$ cat config.mk
export PLATFORM = sky130hd
export DESIGN_NAME = seg_scan_sched
export DESIGN_NICKNAME = d
export VERILOG_FILES = /design/src/rtl/seg_scan_sched.sv
export SDC_FILE = /design/constraint.sdc
export NUM_CORES = 1
export LEC_CHECK = 0
export CAP_MARGIN = 20
export CELL_PAD_IN_SITES_DETAIL_PLACEMENT = 0
export CELL_PAD_IN_SITES_GLOBAL_PLACEMENT = 1
export CORE_MARGIN = 4
export CORE_UTILIZATION = 45
export DETAILED_ROUTE_END_ITERATION = 8
export DONT_BUFFER_PORTS = 1
export PLACE_DENSITY_LB_ADDON = 0.1
export SETUP_SLACK_MARGIN = 0.1
export SYNTH_ARGS = -nofsm -noshare
export SYNTH_HDL_FRONTEND = slang
export SYNTH_SLANG_ARGS = --single-unit
$ cat constraint.sdc
create_clock -name clk -period 5 [get_ports clk]
set_input_delay 0.5 -clock clk [delete_from_list [all_inputs] [get_ports clk]]
set_output_delay 0.5 -clock clk [all_outputs]
set_load 0.02 [all_outputs]
$ cat src/rtl/seg_scan_sched.sv
// seg_scan_sched: 6-digit common-anode scan scheduler with PWM and frame buffer.
// Optional lamp test input is enabled by defining SEG_LAMP_TEST_EN.
module seg_scan_sched #(
  parameter int SCAN_DIV     = 1000,
  parameter int BLANK_CYCLES = 8
) (
  input  logic        clk,
  input  logic        rst,
  input  logic [5:0]  digit_en,
  input  logic [3:0]  bright,
  input  logic [47:0] seg_frame,
  input  logic        upd_valid,
`ifdef SEG_LAMP_TEST_EN
  input  logic        lamp_test,
`endif
  output logic        upd_ready,
  output logic [5:0]  seg_sel,
  output logic [7:0]  seg_data,
  output logic        frame_start
);

  localparam int CW = $clog2(SCAN_DIV);

  typedef enum logic [1:0] {
    IDLE,
    BLANK,
    DRIVE
  } state_t;

  state_t         state, st_n;
  logic [CW-1:0]  cnt;
  logic [CW-1:0]  diff;
  logic [2:0]     cur, cur_n, nxt, lo;
  logic [47:0]    active, pending;
  logic           pend_full, pf_n;
  logic           slot_end, fb, found, lit, xfer, lamp;
  logic [5:0]     en_mask, sel_d;
  logic [7:0]     data_d;
  logic [3:0]     pwm;

`ifdef SEG_LAMP_TEST_EN
  assign lamp = lamp_test;
`else
  assign lamp = 1'b0;
`endif

  assign en_mask  = lamp ? 6'h3F : digit_en;
  assign slot_end = (cnt == CW'(SCAN_DIV - 1));
  assign diff     = cnt - CW'(BLANK_CYCLES);
  assign pwm      = diff[3:0];
  assign xfer     = upd_valid && upd_ready;

  function automatic logic [2:0] lowest(input logic [5:0] m);
    lowest = '0;
    for (int i = 5; i >= 0; i--)
      if (m[i]) lowest = 3'(i);
  endfunction

  // Search upward from cur+1 (mod 6) for the next enabled digit
  always_comb begin
    logic [2:0] idx;
    nxt   = cur;
    found = 1'b0;
    lo    = lowest(en_mask);
    for (int k = 1; k <= 6; k++) begin
      idx = 3'((int'(cur) + k) % 6);
      if (!found && en_mask[idx]) begin
        found = 1'b1;
        nxt   = idx;
      end
    end
  end

  // Slot sequencing: next state, next digit and frame boundary flag
  always_comb begin
    st_n  = state;
    cur_n = cur;
    fb    = 1'b0;
    case (state)
      IDLE: begin
        if (slot_end && en_mask != 6'h00) begin
          st_n  = BLANK;
          cur_n = lo;
          fb    = 1'b1;
        end
      end
      BLANK: begin
        if (cnt == CW'(BLANK_CYCLES - 1))
          st_n = DRIVE;
      end
      DRIVE: begin
        if (slot_end) begin
          if (en_mask == 6'h00) begin
            st_n = IDLE;
          end else begin
            st_n  = BLANK;
            cur_n = nxt;
            fb    = (nxt <= cur);
          end
        end
      end
      default: st_n = BLANK;
    endcase
  end

  // Pin decode before the output register
  always_comb begin
    lit    = (state == DRIVE) && (pwm < bright);
    sel_d  = 6'h3F;
    data_d = 8'hFF;
    if (lit) begin
      sel_d      = 6'h3F;
      sel_d[cur] = 1'b0;
      data_d     = lamp ? 8'h00 : active[{cur, 3'b000} +: 8];
    end
  end

  // Pending buffer occupancy after this cycle
  always_comb begin
    pf_n = pend_full;
    if (fb && pend_full) pf_n = 1'b0;
    if (xfer)            pf_n = 1'b1;
  end

  // State, counter, frame buffers and registered outputs
  always_ff @(posedge clk) begin
    if (rst) begin
      cnt         <= '0;
      state       <= BLANK;
      cur         <= lo;
      active      <= '1;
      pending     <= '1;
      pend_full   <= 1'b0;
      upd_ready   <= 1'b1;
      seg_sel     <= 6'h3F;
      seg_data    <= 8'hFF;
      frame_start <= 1'b0;
    end else begin
      cnt         <= slot_end ? '0 : cnt + CW'(1);
      state       <= st_n;
      cur         <= cur_n;
      frame_start <= fb;
      seg_sel     <= sel_d;
      seg_data    <= data_d;
      if (fb && pend_full) active <= pending;
      if (xfer)            pending <= seg_frame;
      pend_full   <= pf_n;
      upd_ready   <= !pf_n;
    end
  end

endmodule

### M1 wires

Bar = 50 um. Supply wires on this layer in gray.
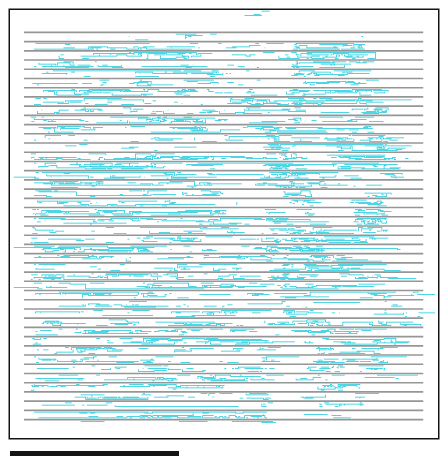
nets with wire on the layer: 661
longest straight run: 39.1 um

### Met2 routing

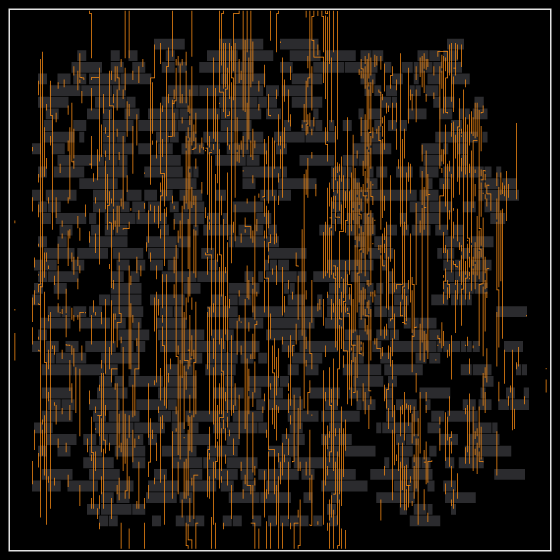
longest straight run: 63.9 um
share of all routed wire: 48%
nets with wire on the layer: 615
wire length on this layer: 7640 um

==> results.sh <==
# yosys + openroad results
export IMPL_ir_drop_v=0.0002275
export IMPL_cts_buffers=17
export IMPL_postCtsSetupBuffers=0
export IMPL_grt_pass1_wl_um=24860
export IMPL_grt_met1_usage_pct=24.41
export IMPL_p_switching_mw=0.6408
export IMPL_rr_startpoint="cur[1]$_DFFE_PP_"
export IMPL_syn_inst=642
export IMPL_cp_data_required_time_ns=5.29
export IMPL_final_cell_count_no_fill=819
export IMPL_gr_usage_met3_pct=4.742
export IMPL_io_buffers=0
export IMPL_top_cell="dfxtp_1"
export IMPL_status="complete, no violations"
export IMPL_final_util_pct=52.28
export IMPL_syn_cell_area_um2=6296
export IMPL_clock_fmax_ghz=0.2160
export IMPL_initial_utilization_pct=46.80
export IMPL_first_pass_iters=5
export IMPL_max_slew_margin_pct=44.66
export IMPL_clock_power_share_pct=46.7
export IMPL_num_rows=42
export IMPL_clock_sinks=128
export IMPL_busiest_layer="met2"
export IMPL_avgSynthCellArea_um2=9.807
export IMPL_ys_area_um2=6296
### The metal 3 layer

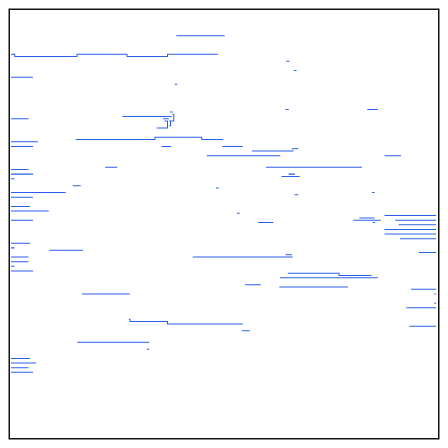
main direction: horizontal
nets with wire on the layer: 52
longest straight run: 29.2 um
wire length on this layer: 682 um
share of all routed wire: 4.3%

### Met4 routing

Supply wires on this layer in gray.
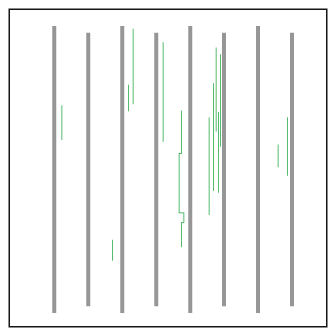
share of all routed wire: 2.4%
wire length on this layer: 375 um
DRT Wirelength: 15870 um
Via Count: 4862

[worst min-delay path by stage]
| stage | slack [ns] | cells past startpoint | to |
|---|---|---|---|
| after CTS | 0.15 | 1 | cnt[2]$_SDFF_PP0_ |
| after floorplan | 0.43 | 1 | cnt[0]$_SDFF_PP0_ |
| after global routing | 0.14 | 1 | cnt[2]$_SDFF_PP0_ |
| final | 0.16 | 1 | cnt[2]$_SDFF_PP0_ |
| after detailed placement | 0.45 | 1 | pending[43]$_SDFFE_PP1P_ |
| after global placement | 0.44 | 1 | pending[0]$_SDFFE_PP1P_ |
[cell families after synthesis]
| logic type | count (synthesis) | share of synthesized area (%) |
|---|---|---|
| buffers and inverters | 67 | 4.769 |
| AOI/OAI and AO/OA | 184 | 23.53 |
| xor gates and xnor gates | 10 | 1.510 |
| muxes | 29 | 6.836 |
| and+or+nand+nor | 206 | 18.60 |
| adders and majority gates | 18 | 3.577 |
| DFF | 128 | 41.18 |
[power groups by stage]
stage | logic (mW) | registers (mW) | clock network [mW]
floorplan | 0.240 | 1.10 | 0
global placement | 0.281 | 1.11 | 0
detailed placement | 0.283 | 1.11 | 0
CTS | 0.284 | 1.09 | 1.22
global route | 0.319 | 1.09 | 1.27
finish | 0.285 | 1.09 | 1.20
[layout make-up]
cell class	instances	area [um2]
fillers	1292	6420
flip-flops and latches	128	2592
multi-input cells	447	3411
inverters	17	63.81
clock buffers	20	446.7
clock inverters	12	135.1
well taps	176	220.2
repair buffers	19	163.9
[critical path, cell delays in order, from the launching register on]
cell and delay [ns]:
edfxtp_1 0.48, inv_1 0.20, ha_1 0.27, a21oi_2 0.15
inv_1 0.08, ha_1 0.29, nor2b_1 0.23, a211oi_1 0.17
a21boi_1 0.23, nand4_2 0.19, a2111o_1 0.45, o311a_1 0.12
a21oi_1 0.16, ha_1 0.25, o21ai_0 0.08, nand2b_1 0.07
a31o_2 0.26, nor2_4 0.14, clkbuf_16 0.27, nor2b_1 0.09
a211o_1 0.29
[flip-flops by register name, summed over array words and instances (netlist names)]
signal       flops
seg_data         8
upd_ready        1
cur              3
pending         48
cnt             10
pend_full        1
active          48
seg_sel          6
state            2
frame_start      1
[cell usage in the layout (no fill, tap or decap), types with 3 or more instances in the layout]
master     synthesis  final
dfxtp_1          125    125
a211o_1           98     98
and3_1            53     53
nor2b_1           52     52
nand2_1           31     31
a21oi_1           23     23
nor2_1            20     20
clkbuf_16          0     18
ha_1              18     17
buf_4              2     17
inv_1             16     16
mux2i_1           16     16
nand3_1           16     16
o211ai_1          13     13
mux4_2            11     11
o21ai_0            9      9
xnor2_1            7      7
nand2b_1           7      7
a21boi_0           4      4
or3_1              4      4
a211oi_1           4      4
clkinv_4           0      4
o21a_1             3      3
a21oi_2            3      3
o31a_1             3      3
nor4_1             3      3
nor3_1             3      3
clkinv_2           0      3
edfxtp_1           3      3
[per-layer routing]
| layer | routed length, um | vias up | share of wire (%) |
|---|---|---|---|
| met4 | 374 | 0 | 2.4 |
| met3 | 682 | 31 | 4.3 |
| met5 | 0 | - | 0 |
| met1 | 7175 | 2353 | 45 |
| li1 | - | 2370 | - |
| met2 | 7636 | 108 | 48 |
